### src/rtl/vga_plot_arbiter_if.sv
// Draw-command bus between the four rectangle requesters and the VGA plot arbiter.
// The master side posts commands and drives stall; the slave side is the arbiter.
interface vga_plot_arbiter_if #(
    parameter int X_W = 11,
    parameter int Y_W = 11
);
    logic [3:0]       req;
    logic [4*X_W-1:0] rx;
    logic [4*Y_W-1:0] ry;
    logic [15:0]      rw;
    logic [15:0]      rh;
    logic [11:0]      rcolour;
    logic             stall;
    logic [3:0]       grant;
    logic [3:0]       done;
    logic             busy;
    logic [X_W-1:0]   xout;
    logic [Y_W-1:0]   yout;
    logic [2:0]       colourout;
    logic             plot;

    modport master (
        output req, rx, ry, rw, rh, rcolour, stall,
        input  grant, done, busy, xout, yout, colourout, plot
    );

    modport slave (
        input  req, rx, ry, rw, rh, rcolour, stall,
        output grant, done, busy, xout, yout, colourout, plot
    );
endinterface

### src/rtl/vga_plot_arbiter.sv
// Round-robin owner of the VGA adapter write port: latches one rectangle command,
// rasterizes it row-major at one pixel per cycle with clipping, then pulses done.
module vga_plot_arbiter #(
    parameter int X_W   = 11,
    parameter int Y_W   = 11,
    parameter int H_RES = 160,
    parameter int V_RES = 120
) (
    input  logic               clk,
    input  logic               reset_n,
    vga_plot_arbiter_if.slave  bus
);
    typedef enum logic [1:0] {
        S_IDLE,
        S_DRAW,
        S_DONE
    } state_t;

    localparam logic [X_W:0] L_HRES = (X_W+1)'(H_RES);
    localparam logic [Y_W:0] L_VRES = (Y_W+1)'(V_RES);

    state_t         r_state;
    logic [X_W-1:0] r_x0;
    logic [Y_W-1:0] r_y0;
    logic [3:0]     r_w;
    logic [3:0]     r_h;
    logic [3:0]     r_cx;
    logic [3:0]     r_cy;
    logic [2:0]     r_col;
    logic [3:0]     r_grant;
    logic [3:0]     r_done;
    logic [1:0]     r_last;

    logic           w_any;
    logic           w_found;
    logic [1:0]     w_win;
    logic [X_W:0]   w_xsum;
    logic [Y_W:0]   w_ysum;
    logic           w_in_range;

    // Search starts one past the previous owner so every requester is reached within 3 draws.
    always_comb begin
        w_any   = |bus.req;
        w_win   = r_last;
        w_found = 1'b0;
        for (int unsigned k = 1; k <= 4; k++) begin
            logic [1:0] cand;
            cand = r_last + 2'(k);
            if (!w_found && bus.req[cand]) begin
                w_win   = cand;
                w_found = 1'b1;
            end
        end
    end

    // One extra bit on each sum so pixels past the coordinate range are clipped, not wrapped.
    always_comb begin
        w_xsum     = {1'b0, r_x0} + (X_W+1)'(r_cx);
        w_ysum     = {1'b0, r_y0} + (Y_W+1)'(r_cy);
        w_in_range = (w_xsum < L_HRES) && (w_ysum < L_VRES);
    end

    assign bus.xout      = w_xsum[X_W-1:0];
    assign bus.yout      = w_ysum[Y_W-1:0];
    assign bus.colourout = r_col;
    assign bus.plot      = (r_state == S_DRAW) && !bus.stall && w_in_range;
    assign bus.busy      = (r_state != S_IDLE);
    assign bus.grant     = r_grant;
    assign bus.done      = r_done;

    always_ff @(posedge clk) begin
        if (!reset_n) begin
            r_state <= S_IDLE;
            r_x0    <= '0;
            r_y0    <= '0;
            r_w     <= '0;
            r_h     <= '0;
            r_cx    <= '0;
            r_cy    <= '0;
            r_col   <= '0;
            r_grant <= '0;
            r_done  <= '0;
            r_last  <= 2'd3;
        end else begin
            unique case (r_state)
                S_IDLE: begin
                    r_done <= '0;
                    if (w_any) begin
                        r_x0    <= bus.rx[w_win*X_W +: X_W];
                        r_y0    <= bus.ry[w_win*Y_W +: Y_W];
                        r_w     <= bus.rw[w_win*4 +: 4];
                        r_h     <= bus.rh[w_win*4 +: 4];
                        r_col   <= bus.rcolour[w_win*3 +: 3];
                        r_cx    <= '0;
                        r_cy    <= '0;
                        r_grant <= 4'(1) << w_win;
                        r_last  <= w_win;
                        r_state <= S_DRAW;
                    end
                end
                S_DRAW: begin
                    if (!bus.stall) begin
                        if (r_cx == r_w) begin
                            r_cx <= '0;
                            if (r_cy == r_h) begin
                                r_state <= S_DONE;
                                r_grant <= '0;
                                r_done  <= r_grant;
                            end else begin
                                r_cy <= r_cy + 4'd1;
                            end
                        end else begin
                            r_cx <= r_cx + 4'd1;
                        end
                    end
                end
                S_DONE: begin
                    r_done  <= '0;
                    r_state <= S_IDLE;
                end
                default: r_state <= S_IDLE;
            endcase
        end
    end
endmodule

### src/flat_wrapper.sv
// flat-port wrapper written by rule: the top's interface ports become plain ports
module vga_plot_arbiter_flat 
#(
    parameter int X_W   = 11,
    parameter int Y_W   = 11,
    parameter int H_RES = 160,
    parameter int V_RES = 120
)
  (clk, reset_n, bus_req, bus_rx, bus_ry, bus_rw, bus_rh, bus_rcolour, bus_stall, bus_grant, bus_done, bus_busy, bus_xout, bus_yout, bus_colourout, bus_plot);
  vga_plot_arbiter_if #(.X_W(X_W), .Y_W(Y_W)) bus_i ();
  input  logic clk;
  input  logic reset_n;
  input wire logic [$bits(bus_i.req)-1:0] bus_req;
  input wire logic [$bits(bus_i.rx)-1:0] bus_rx;
  input wire logic [$bits(bus_i.ry)-1:0] bus_ry;
  input wire logic [$bits(bus_i.rw)-1:0] bus_rw;
  input wire logic [$bits(bus_i.rh)-1:0] bus_rh;
  input wire logic [$bits(bus_i.rcolour)-1:0] bus_rcolour;
  input wire logic [$bits(bus_i.stall)-1:0] bus_stall;
  output wire logic [$bits(bus_i.grant)-1:0] bus_grant;
  output wire logic [$bits(bus_i.done)-1:0] bus_done;
  output wire logic [$bits(bus_i.busy)-1:0] bus_busy;
  output wire logic [$bits(bus_i.xout)-1:0] bus_xout;
  output wire logic [$bits(bus_i.yout)-1:0] bus_yout;
  output wire logic [$bits(bus_i.colourout)-1:0] bus_colourout;
  output wire logic [$bits(bus_i.plot)-1:0] bus_plot;
  assign bus_i.req = bus_req;
  assign bus_i.rx = bus_rx;
  assign bus_i.ry = bus_ry;
  assign bus_i.rw = bus_rw;
  assign bus_i.rh = bus_rh;
  assign bus_i.rcolour = bus_rcolour;
  assign bus_i.stall = bus_stall;
  assign bus_grant = bus_i.grant;
  assign bus_done = bus_i.done;
  assign bus_busy = bus_i.busy;
  assign bus_xout = bus_i.xout;
  assign bus_yout = bus_i.yout;
  assign bus_colourout = bus_i.colourout;
  assign bus_plot = bus_i.plot;
  vga_plot_arbiter #(.X_W(X_W), .Y_W(Y_W), .H_RES(H_RES), .V_RES(V_RES)) u_core (.clk(clk), .reset_n(reset_n), .bus(bus_i));
endmodule
### config.mk
export PLATFORM = sky130hd
export DESIGN_NAME = vga_plot_arbiter_flat
export DESIGN_NICKNAME = d
export VERILOG_FILES = /design/src/rtl/vga_plot_arbiter_if.sv /design/src/rtl/vga_plot_arbiter.sv /design/src/flat_wrapper.sv
export SDC_FILE = /design/constraint.sdc
export NUM_CORES = 1
export LEC_CHECK = 0
export CAP_MARGIN = 5
export CORE_ASPECT_RATIO = 0.5
export CORE_MARGIN = 2
export CORE_UTILIZATION = 25
export DETAILED_ROUTE_END_ITERATION = 7
export HOLD_SLACK_MARGIN = 0.1
export REMOVE_ABC_BUFFERS = 1
export SETUP_SLACK_MARGIN = 0.15
export SLEW_MARGIN = 15
export SYNTH_ARGS = -nofsm -noshare
export SYNTH_HDL_FRONTEND = slang
export SYNTH_SLANG_ARGS = --single-unit
### constraint.sdc
create_clock -name clk -period 5.66 [get_ports clk]
set_input_delay 1.132 -clock clk [delete_from_list [all_inputs] [get_ports clk]]
set_output_delay 1.132 -clock clk [all_outputs]
set_load 0.01 [all_outputs]
==> job_summary.md, run 1 <==
### Yosys + OpenROAD results

| Metric | Value |
|---|---|
| Crit-path leading delay family | `adder cells` |
| Hold endpoint | `u_core.bus.colourout[0]$_SDFFE_PN0P_` |
| Min-Delay Startpoint | `u_core.bus.colourout[0]$_SDFFE_PN0P_` |
| Most frequent logic cell in the layout | `clkdlybuf4s50_1` |
| Hold Path Class | `flop to flop` |
| Core area | `14,600 um^2` |
| Run status | `finished clean` |
| Post-synth seq share | `between 20% and 30%` |
| Cells after synthesis | `a little over 500` |
| Max VDD drop | `~0.14 mV` |
| P_int | `around 0.96 mW` |
| Synth-to-layout area growth | `51.2%` |
| Asr flop ratio synth | `0%` |
| Mapped Avg Cell Area | `7.38 um^2` |
| Crit path capture | `bus_plot` |
| Combinational Power Share | `44.8%` |
| Met1 wire length | `5850 um` |
| Final period util | `78.5%` |
| EDFF count, synth | `0` |
| Number of global-route vias before repair | `3,854` |
| Insertion Delay late pin | `~300 ps` |
| Synth mux share | `~1.3%` |
## run 1: area by class of cell
cell class / count / area (um^2)
fillers: 1530 / 8880
multi-input cells: 415 / 2440
repair buffers: 176 / 1750
flip-flops and latches: 53 / 1060
well taps: 198 / 248
clock buffers: 5 / 125
inverters: 11 / 41.3
clock inverters: 3 / 28.8
## run 1: registers in the layout (all words and copies together), names as in the netlist
signal,flops
u_core.r_x0,11
u_core.r_y0,11
u_core.bus.done,4
u_core.bus.grant,4
u_core.r_cx,4
u_core.r_cy,4
u_core.r_h,4
u_core.r_w,4
u_core.bus.colourout,3
u_core.r_last,2
u_core.r_state,2
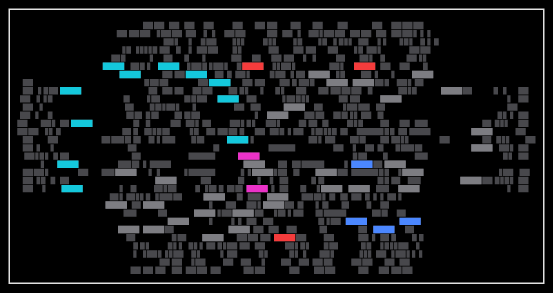
Figure 1: run 1, where the registers sit.
Scale: 3 px per um. Other sequential cells in the stronger gray, the rest of the logic in the fainter gray.
Red shows u_core.bus.colourout, sequential cells 3. Blue shows u_core.r_h, sequential cells 4. Magenta shows u_core.r_state, sequential cells 2. Cyan shows u_core.r_x0, sequential cells 11.
Another 33 sequential cells are not colored.

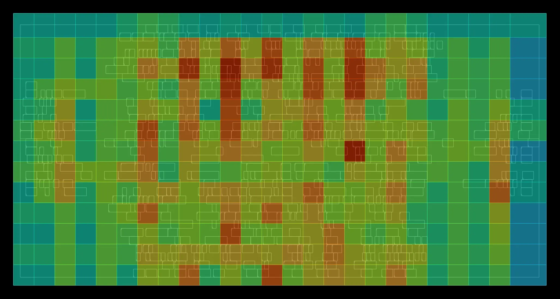
Figure 2: run 1, congestion heat map.
gr usage total: 15.1%
Avg WL per Cell: 14.5 um

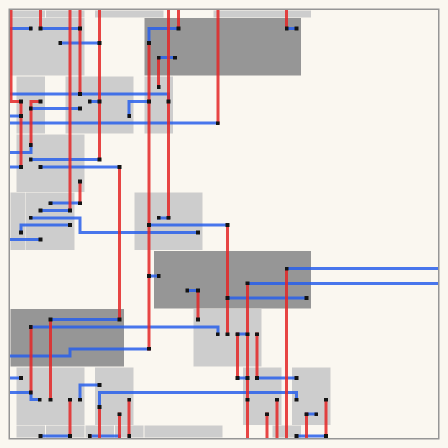
Figure 3: run 1, layout detail.
Window x 123 to 143, y 13 to 33 um. Cells in gray, sequential cells in the stronger gray; small squares are vias.
Red shows metal 2. Blue shows metal 1.
15 logic cells have their middle in the window. Most frequent: xnor2_1 (3), a21oi_1 (3), dfxtp_1 (3). Sequential cells in the window: 3. Netlist names of flops here include u_core.r_h (2), u_core.r_cy (1).

Figure 4. Clock network drawn from the DEF (run 1).
Scale: 2 px per um.
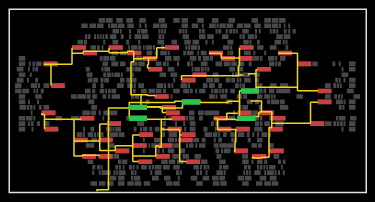

--- run 2 (diff from run 1) ---
==> constraint.sdc (replaced) <==
create_clock -name clk -period 3.85 [get_ports clk]
set_input_delay 0.77 -clock clk [delete_from_list [all_inputs] [get_ports clk]]
set_output_delay 0.77 -clock clk [all_outputs]
set_load 0.01 [all_outputs]
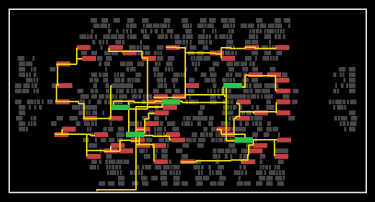
Figure 5: run 2, clock network drawn from the DEF.
Scale: 2 px per um.
Yellow shows clock wires, length 792 um. Red shows flip-flops, count 53. Green shows clock drivers, count 5.
There are 6 routed clock nets.

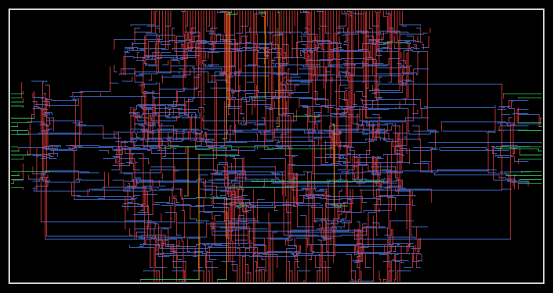
Figure 6: run 2, signal wires by layer.
Scale: 3 px per um.
Red shows metal 2, wire length 6,130 um. Orange shows metal 4, wire length 252 um. Green shows metal 3, wire length 404 um. Blue shows metal 1, wire length 6,080 um.

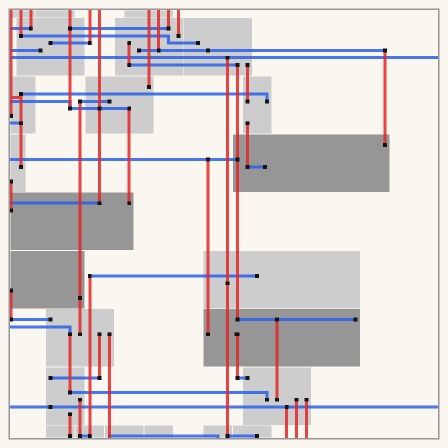
Figure 7: run 2, layout detail.
Window x 123 to 143, y 13 to 33 um. Cells in gray, sequential cells in the stronger gray; small squares are vias.
Red shows metal 2. Blue shows metal 1.
Sequential cells in the window: 3. 13 logic cells have their middle in the window. Most frequent: xnor2_1 (4), dfxtp_1 (3). Netlist names of flops here include u_core.r_cy (2), u_core.r_h (1).

==> job_summary.md, run 2 <==
### Yosys + OpenROAD results

| Metric | Value |
|---|---|
| Insertion Delay late pin | `300 ps (about the same)` |
| Initial DRC count | `171 (was 141)` |
| P per Cell Area | `412 nW/um^2 (was 270 nW/um^2)` |
| CP Data Required Time | `3080 ps (was 4530 ps)` |
| Most frequent logic cell in the layout | `clkdlybuf4s50_1 (unchanged)` |
| Synth mux share | `1.33% (unchanged)` |
| Clock Tree Buf Depth | `2 (unchanged)` |
| Worst hold slack | `468 ps (was 472 ps)` |
| Num rows | `31 (unchanged)` |
| Combinational Power Share | `44.0% (was 44.8%)` |
| Fillers | `1,485 (was 1,530)` |
| Lkg Pwr | `2.54 nW (was 2.48 nW)` |
| Min-Delay Startpoint | `u_core.bus.colourout[2]$_SDFFE_PN0P_ (was u_core.bus.colourout[0]$_SDFFE_PN0P_)` |
| Crit Path Max Fanout | `5 (unchanged)` |
| GRT Residual Overflow | `0 (unchanged)` |
| # DRC | `0 (unchanged)` |
| Hold Path Class | `flop to flop (unchanged)` |
| Cells after synthesis | `511 (unchanged)` |
| Sequential power share | `31.5% (was 33.7%)` |
| P_int | `1.55 mW (was 0.956 mW)` |
| Max VDD drop | `0.179 mV (was 0.135 mV)` |
| Slew HR | `54.1% (was 47.7%)` |
| Final WL | `12,900 um (was 12,500 um)` |
| Synth-to-layout area growth | `54.2% (was 51.2%)` |
| Crit-path leading delay family | `AND-OR/OR-AND gates (was adder cells)` |
| Hold endpoint | `u_core.bus.colourout[2]$_SDFFE_PN0P_ (was u_core.bus.colourout[0]$_SDFFE_PN0P_)` |
| Mapped Avg Cell Area | `7.38 um^2 (unchanged)` |
| Final period util | `90.2%` |
| Num Clock Sinks | `53 (unchanged)` |
| Crit path capture | `bus_plot (unchanged)` |
| Ant. Diodes | `0 (unchanged)` |
| Post-synth seq share | `28.1% (unchanged)` |
| Gr usage total | `16.0% (was 15.1%)` |
| Avg WL per Cell | `14.8 um (was 14.5 um)` |
| Avg Vias per Cell | `4.67 (was 4.65)` |
| Asr flop ratio synth | `0% (unchanged)` |
| CP max-delay cell | `fa_1 (was clkdlybuf4s50_1)` |
| Run status | `finished clean (unchanged)` |
| Core area | `14,600 um^2 (unchanged)` |
| TritonCTS buffer count | `5 (unchanged)` |
| Post-Synthesis Cell Area | `3770 um^2 (unchanged)` |
| Number of global-route vias before repair | `3,929 (was 3,854)` |
| Fin cells | `869 (was 861)` |
| Final slew viol count | `0 (unchanged)` |
| Antenna violations before repair | `0 (unchanged)` |
| EDFF count, synth | `0 (unchanged)` |
| Top flop regs | `u_core.r_x0: 11 flops, u_core.r_y0: 11 flops (unchanged)` |
| Final HPWL DP | `9870 um (was 9520 um)` |
[run 2: layer usage]
layer	GRT usage [%]	share of wire (%)
met5	0	0
met4	4.30	2.0
met3	2.19	3.1
met2	26.9	48
met1	21.4	47
[run 2: power groups by stage]
stage               logic, mW  clock network [mW]  registers, mW
floorplan               0.570                   0          0.745
global placement         1.05                   0          0.762
detailed placement       1.06                   0          0.768
CTS                      1.07               0.604          0.755
global route             1.16               0.625          0.773
finish                   1.05               0.587          0.755
[run 2: layout make-up]
cell class                      count  area (um^2)  area share [%]
Clock inverter                      3         65.1            1.12
Sequential cell                    53         1060            18.2
Tap cell                          198          248            4.26
Timing Repair Buffer              184         1830            31.4
Clock buffer                        5          125            2.15
Inverter                           11         41.3           0.710
Multi-Input combinational cell    415         2450            42.1
Figure 8. Congestion heat map (run 2).
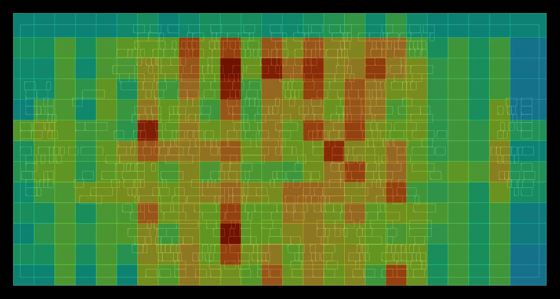

--- run 3 (diff from run 2) ---
--- a/config.mk
+++ b/config.mk
@@ -6,11 +6,14 @@
 export NUM_CORES = 1
 export LEC_CHECK = 0
 export CAP_MARGIN = 5
+export CELL_PAD_IN_SITES_DETAIL_PLACEMENT = 1
+export CELL_PAD_IN_SITES_GLOBAL_PLACEMENT = 1
 export CORE_ASPECT_RATIO = 0.5
 export CORE_MARGIN = 2
 export CORE_UTILIZATION = 25
 export DETAILED_ROUTE_END_ITERATION = 7
 export HOLD_SLACK_MARGIN = 0.1
+export PLACE_DENSITY_LB_ADDON = 0.1
 export REMOVE_ABC_BUFFERS = 1
 export SETUP_SLACK_MARGIN = 0.15
 export SLEW_MARGIN = 15
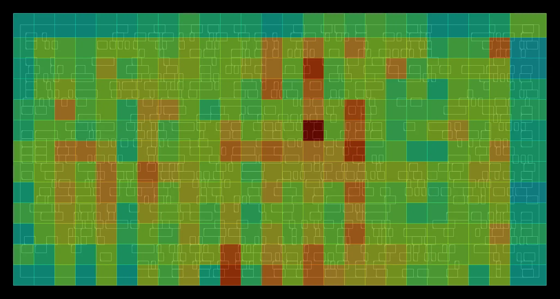
Figure 9: run 3, congestion heat map.
GR Util met3: 2.86%
Most Crowded Layer GR: met2
fin util: 39.7%
M2 GR Usage: 25.9%
Avg WL per Cell: 15.4 um

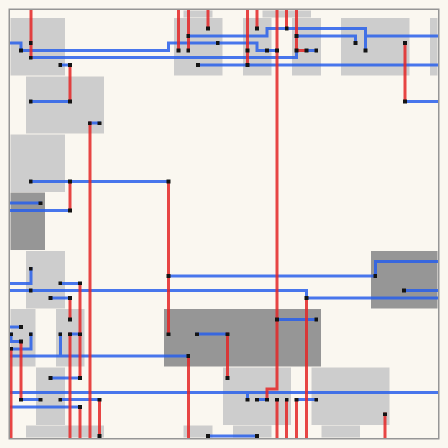
Figure 10: run 3, layout detail.
Window x 123 to 143, y 13 to 33 um. Cells in gray, sequential cells in the stronger gray; small squares are vias.
Blue shows metal 1. Red shows metal 2.
Sequential cells in the window: 1. 13 logic cells have their middle in the window. Most frequent: nand2_1 (4), clkdlybuf4s50_1 (2). Netlist names of flops here include u_core.r_y0 (1).

==> job_summary.md, run 3 <==
### Yosys + OpenROAD results

| Metric | Value |
|---|---|
| Run status | `finished clean (unchanged)` |
| Post-synth seq share | `28.1% (unchanged)` |
| Lkg Pwr | `2.52 nW (was 2.54 nW)` |
| Crit-path leading delay family | `buffers and inverters (was AND-OR/OR-AND gates)` |
| Final HPWL DP | `10,300 um (was 9870 um)` |
| Kind of start point of the critical path | `flop (unchanged)` |
| Met3 WL | `582 um (was 404 um)` |
| Num rows | `31 (unchanged)` |
| TritonCTS buffer count | `5 (unchanged)` |
| Most frequent logic cell in the layout | `clkdlybuf4s50_1 (unchanged)` |
| # DRC | `0 (unchanged)` |
| Design Area, Final | `5790 um^2 (was 5820 um^2)` |
| Synth mux share | `1.33% (unchanged)` |
| Hold endpoint | `u_core.bus.colourout[0]$_SDFFE_PN0P_ (was u_core.bus.colourout[2]$_SDFFE_PN0P_)` |
| CP Data Required Time | `3080 ps (about the same)` |
| Core area | `14,600 um^2 (unchanged)` |
| Cells after synthesis | `511 (unchanged)` |
| Hold Path Class | `flop to flop (unchanged)` |
| Post-Synthesis Cell Area | `3770 um^2 (unchanged)` |
| Met1 wire length | `6930 um (was 6080 um)` |
| DR WL met2 | `5760 um (was 6130 um)` |
| Met1 GRT Util | `23.2% (was 21.4%)` |
| Mapped Avg Cell Area | `7.38 um^2 (unchanged)` |
| R2r endpoint | `u_core.r_y0[3]$_SDFFE_PN0P_ (was u_core.bus.done[3]$_SDFFE_PN0P_)` |
| Insertion Delay late pin | `300 ps (about the same)` |
| Number of global-route vias before repair | `4,157 (was 3,929)` |
| Final WL | `13,400 um (was 12,900 um)` |
| P per Cell Area | `404 nW/um^2 (was 412 nW/um^2)` |
| Avg Vias per Cell | `4.73 (was 4.67)` |
| Gr usage total | `16.4% (was 16.0%)` |
| Pin count of the biggest net entering global routing | `42 (was 57)` |
| Crit Path Max Fanout | `4 (was 5)` |
| Num Clock Sinks | `53 (unchanged)` |
| Slew HR | `54.2% (was 54.1%)` |
| Synth-to-layout area growth | `53.4% (was 54.2%)` |
| Final period util | `89.3% (was 90.2%)` |
| Crit path capture | `bus_xout[6] (was bus_plot)` |
| CP max-delay cell | `clkdlybuf4s50_1 (was fa_1)` |
| Max VDD drop | `0.193 mV (was 0.179 mV)` |
| Ant. Diodes | `0 (unchanged)` |
| Width of the die | `178 um (unchanged)` |
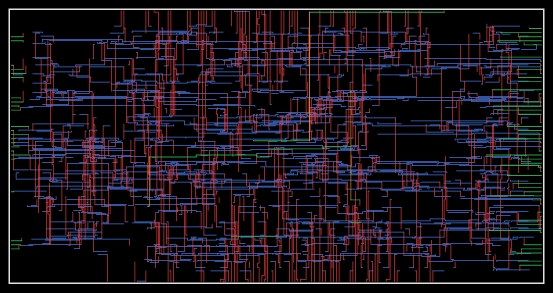
Figure 11: run 3, signal wires by layer.
Scale: 3 px per um.
Blue shows metal 1, wire length 6,930 um. Orange shows metal 4, wire length 95.2 um. Red shows metal 2, wire length 5,760 um. Green shows metal 3, wire length 583 um.

[run 3: through the flow]
stage | total power [mW] | setup slack [ps] | util [%] | cells | hold slack, ps
floorplan | 1.32 | 366 | - | 479 | 440
global placement | 1.82 | 270 | 38.5 | 861 | 446
detailed placement | 1.83 | 226 | 38.5 | 861 | 453
CTS | 2.38 | 168 | 39.6 | 868 | 471
global route | 2.52 | 192 | 39.7 | 868 | 502
finish | 2.34 | 411 | 39.7 | 868 | 467
[run 3: power breakdown]
part	switching, mW	internal [mW]
combinational	0.521	0.529
clock	0.224	0.306
sequential	0.111	0.645
[run 3: layout make-up]
cell class	instances	area, um^2
Fill cell	1742	8800
Multi-Input combinational cell	415	2450
Timing Repair Buffer	184	1820
Sequential cell	53	1060
Tap cell	198	248
Clock buffer	5	125
Inverter	11	41.3
Clock inverter	2	38.8
Power and IR drop assume default switching activity.
